**Routed metal per tile**

Scale bar: 20 um. The die is cut into 16 by 16 equal tiles; dark purple is low, yellow is high, scaled to the fullest tile. Values are wire area over tile area, all layers added.
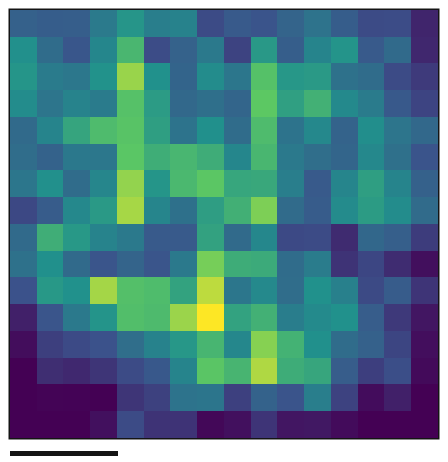
**Cell placement**

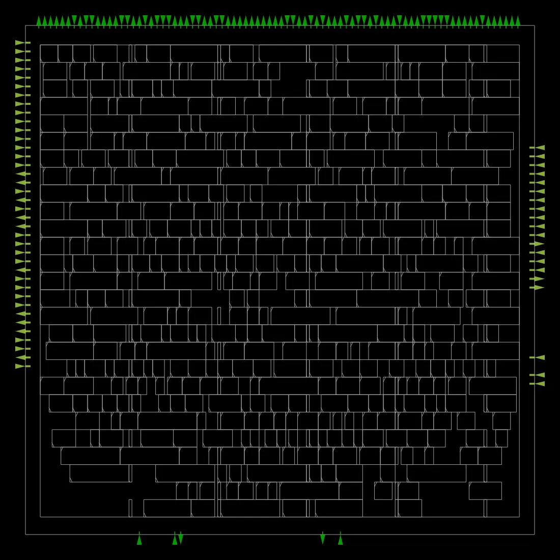
## src/rtl/sha3_pad64_pkg.sv

```systemverilog
// Shared SHA3 constants: mode codes, rate table, domain bytes and the padder FSM encoding.
`ifndef SHA3_B
`define SHA3_B 1600
`endif

package sha3_pad64_pkg;

  localparam int LANE_W = `SHA3_B / 25;

  localparam logic [2:0] MODE_SHAKE128 = 3'd0;
  localparam logic [2:0] MODE_SHAKE256 = 3'd1;
  localparam logic [2:0] MODE_SHA3_512 = 3'd2;
  localparam logic [2:0] MODE_SHA3_384 = 3'd3;
  localparam logic [2:0] MODE_SHA3_256 = 3'd4;
  localparam logic [2:0] MODE_SHA3_224 = 3'd5;

  localparam logic [7:0] DOM_SHAKE = 8'h1F;
  localparam logic [7:0] DOM_SHA3  = 8'h06;
  localparam logic [7:0] PAD_END   = 8'h80;

  typedef enum logic [2:0] {S_IDLE, S_ABSORB, S_PAD, S_BLOCK, S_FLUSH} state_e;

  // Rate in 64-bit lanes; unused mode codes fall back to SHA3-256.
  function automatic logic [4:0] rate_words(input logic [2:0] mode);
    logic [4:0] r;
    case (mode)
      MODE_SHAKE128: r = 5'd21;
      MODE_SHAKE256: r = 5'd17;
      MODE_SHA3_512: r = 5'd9;
      MODE_SHA3_384: r = 5'd13;
      MODE_SHA3_256: r = 5'd17;
      MODE_SHA3_224: r = 5'd18;
      default:       r = 5'd17;
    endcase
    return r;
  endfunction

  function automatic logic [7:0] dom_byte(input logic [2:0] mode);
    return (mode == MODE_SHAKE128 || mode == MODE_SHAKE256) ? DOM_SHAKE : DOM_SHA3;
  endfunction

endpackage

```

## src/rtl/sha3_pad_word.sv

```systemverilog
// Per-byte masking of a lane word plus insertion of the domain byte and the final 0x80 pad bit.
module sha3_pad_word
  import sha3_pad64_pkg::*;
(
  input  logic [LANE_W-1:0] word,
  input  logic [3:0]        nbytes,
  input  logic [7:0]        dbyte,
  input  logic              is_last_pos,
  input  logic              is_pad_start,
  output logic [LANE_W-1:0] padded
);

  for (genvar i = 0; i < 8; i++) begin : g_byte
    localparam logic [3:0] IDX = 4'(i);
    logic [7:0] b;
    always_comb begin
      b = (IDX < nbytes) ? word[8*i +: 8] : 8'h00;
      // nbytes==8 never matches an index, so full words get no domain byte
      if (is_pad_start && IDX == nbytes) b = b | dbyte;
      if (is_last_pos && i == 7)         b = b | PAD_END;
    end
    assign padded[8*i +: 8] = b;
  end

endmodule

```

## src/rtl/sha3_pad64.sv

```systemverilog
// SHA3/SHAKE message padder: streams 64-bit lanes into the absorb shift register and hands
// off full rate blocks to the permutation.
module sha3_pad64
  import sha3_pad64_pkg::*;
(
  input  logic              clk,
  input  logic              reset_n,
  input  logic [2:0]        mode_sel_i,
  input  logic              msg_valid,
  input  logic [LANE_W-1:0] msg_data,
  input  logic              msg_last,
  input  logic [3:0]        msg_nbytes,
  output logic              msg_ready,
  output logic [0:LANE_W-1] din64,
  output logic              hash_ready,
  output logic              flag,
  output logic              block_valid,
  output logic              block_last,
  input  logic              block_ack
);

  state_e            state, state_n;
  logic [4:0]        wcnt, wcnt_n, wcnt_inc, rate;
  logic [2:0]        mode_q, mode_n, mode_cur;
  logic [7:0]        dom;
  logic              blk_last_q, blk_last_n, pend_d_q, pend_d_n, rdy_en;
  logic              accept, shift, at_end, last_pos;
  logic [3:0]        nb, pw_nb;
  logic [LANE_W-1:0] pw_word, pw_out;
  logic              pw_last_pos, pw_pad_start;

  // Mode is live from the input only while idle; afterwards the latched copy rules.
  assign mode_cur  = (state == S_IDLE) ? mode_sel_i : mode_q;
  assign rate      = rate_words(mode_cur);
  assign dom       = dom_byte(mode_cur);
  assign msg_ready = rdy_en && (state == S_IDLE || state == S_ABSORB);
  assign accept    = msg_valid && msg_ready;
  assign shift     = accept || (state == S_PAD);
  assign wcnt_inc  = wcnt + 5'd1;
  assign at_end    = (wcnt_inc == rate);
  assign last_pos  = (wcnt == rate - 5'd1);
  assign nb        = !msg_last ? 4'd8 : ((msg_nbytes > 4'd8) ? 4'd8 : msg_nbytes);

  always_comb begin
    if (state == S_PAD) begin
      pw_word      = '0;
      pw_nb        = 4'd0;
      pw_pad_start = pend_d_q;
      pw_last_pos  = last_pos;
    end else begin
      pw_word      = msg_data;
      pw_nb        = nb;
      pw_pad_start = msg_last;
      pw_last_pos  = last_pos && msg_last && (nb != 4'd8);
    end
  end

  sha3_pad_word u_pad_word (
    .word        (pw_word),
    .nbytes      (pw_nb),
    .dbyte       (dom),
    .is_last_pos (pw_last_pos),
    .is_pad_start(pw_pad_start),
    .padded      (pw_out)
  );

  always_comb begin
    state_n     = state;
    wcnt_n      = wcnt;
    mode_n      = mode_q;
    blk_last_n  = blk_last_q;
    pend_d_n    = pend_d_q;
    hash_ready  = !shift;
    din64       = shift ? pw_out : '0;
    flag        = 1'b0;
    block_valid = 1'b0;
    block_last  = 1'b0;
    case (state)
      S_IDLE, S_ABSORB: begin
        if (accept) begin
          if (state == S_IDLE) mode_n = mode_sel_i;
          wcnt_n = wcnt_inc;
          if (msg_last) begin
            // A full last word leaves the domain byte for the next emitted word.
            pend_d_n   = (nb == 4'd8);
            blk_last_n = (nb != 4'd8);
            state_n    = at_end ? S_BLOCK : S_PAD;
          end else begin
            blk_last_n = 1'b0;
            state_n    = at_end ? S_BLOCK : S_ABSORB;
          end
        end
      end
      S_PAD: begin
        wcnt_n   = wcnt_inc;
        pend_d_n = 1'b0;
        if (at_end) begin
          blk_last_n = 1'b1;
          state_n    = S_BLOCK;
        end
      end
      S_BLOCK: begin
        block_valid = 1'b1;
        block_last  = blk_last_q;
        if (block_ack) begin
          wcnt_n  = '0;
          state_n = blk_last_q ? S_FLUSH : (pend_d_q ? S_PAD : S_ABSORB);
        end
      end
      S_FLUSH: begin
        flag    = 1'b1;
        state_n = S_IDLE;
      end
      default: state_n = S_IDLE;
    endcase
  end

  always_ff @(posedge clk or negedge reset_n) begin
    if (!reset_n) begin
      state      <= S_IDLE;
      wcnt       <= '0;
      mode_q     <= MODE_SHA3_256;
      blk_last_q <= 1'b0;
      pend_d_q   <= 1'b0;
      rdy_en     <= 1'b0;
    end else begin
      state      <= state_n;
      wcnt       <= wcnt_n;
      mode_q     <= mode_n;
      blk_last_q <= blk_last_n;
      pend_d_q   <= pend_d_n;
      rdy_en     <= 1'b1;
    end
  end

endmodule

```

## config.mk

```make
export PLATFORM = sky130hd
export DESIGN_NAME = sha3_pad64
export DESIGN_NICKNAME = d
export VERILOG_FILES = /design/src/rtl/sha3_pad64_pkg.sv /design/src/rtl/sha3_pad_word.sv /design/src/rtl/sha3_pad64.sv
export SDC_FILE = /design/constraint.sdc
export NUM_CORES = 1
export LEC_CHECK = 0
export CAP_MARGIN = 0
export CORE_MARGIN = 2
export CORE_UTILIZATION = 35
export DETAILED_ROUTE_END_ITERATION = 6
export HOLD_SLACK_MARGIN = 0.08
export PLACE_DENSITY = 0.78
export RECOVER_POWER = 50
export REMOVE_ABC_BUFFERS = 1
export SLEW_MARGIN = 20
export SYNTH_ARGS = -nofsm -noshare
export SYNTH_HDL_FRONTEND = slang
export SYNTH_SLANG_ARGS = --single-unit
```

## constraint.sdc

```tcl
create_clock -name clk -period 3.57 [get_ports clk]
set_input_delay 0.8925 -clock clk [delete_from_list [all_inputs] [get_ports clk]]
set_output_delay 0.8925 -clock clk [all_outputs]
set_load 0.05 [all_outputs]
```

==> flow_summary.toml <==
# synthesis and place-and-route metrics
[final_timing]
max_freq_mhz = 283
fin_crit_sh_pct = 99.1
finalSetupTns_ns = 0
hold_slack_ns = 0.582
slew_headroom_pct = 55.2
layout_setup_ws_ns = 0.0331
clock_skew_ns = 0.00181

[layout]
ff_count = 14
diodes = 0
biggestRegsByFlops = "wcnt x5, mode_q x3, state x3"
fin_nets = 560
regArea_um2 = 352
fill_cells = 302
utilization_pct = 83.1
areaGrowthSynthToFinish_pct = 130
lay_top_cells = "clkdlybuf4s50_1, buf_12, buf_4"
layout.nonclk_buf_share_pct = 50.1
sh_seq_area_pct = 7.73

[grt]
grt_usage_pct = 30.4

[detailed_routing]
drtPass1Iterations = 5
met3_length_um = 888
dr_wl_met2_mm = 5.66
route.detailed.drc = 0

[critical_path]
crit_cells = 7
crit_chain = "clkdlybuf4s50_1, buf_4, a31oi_1, nor2_2, nand2_1, a21oi_1, buf_12"
cp-startpoint = "msg_nbytes[1]"
rr_startpoint = "state[2]"
cp_top_family = "buffers and inverters"

[logic_synthesis]
ys_sh_mux_pct = 3.67
edf_count = 0
yosysWarnings = 0
yosysUniqueCellTypes = 47
syn_area_um2 = 1980
ys_cells = 305
top_cells_by_area = "dfrtp_1, a21oi_1, nand2_1"
synth.cellmix.simpleShare_pct = 40.3

[pwr]
ir_worst_vdd_mv = 0.439
power_density_nw_per_um2 = 642
internal_power_mw = 1.37

[floorplan]
num_io_pins = 145

[clock_tree]
cts_tree = "yes"
cts_buffer_depth = 2
cts_inserted_buffers = 3

[placement]
hpwlAfterDp_mm = 7.97
dp.cells = 546

[status]
outcome = "complete, no violations"

[hold_path]
hold_class = "flop to flop"
Back to the opening pictures, 'routed metal per tile':
tiles over half the peak = 26%
densest ninth of the die = middle
fullest tile = 0.74
nearly empty tiles = 4.7%

Back to the opening pictures, 'cell placement':
Non-Filler Instances: 553
Rows: 27
core area: 5470 um2

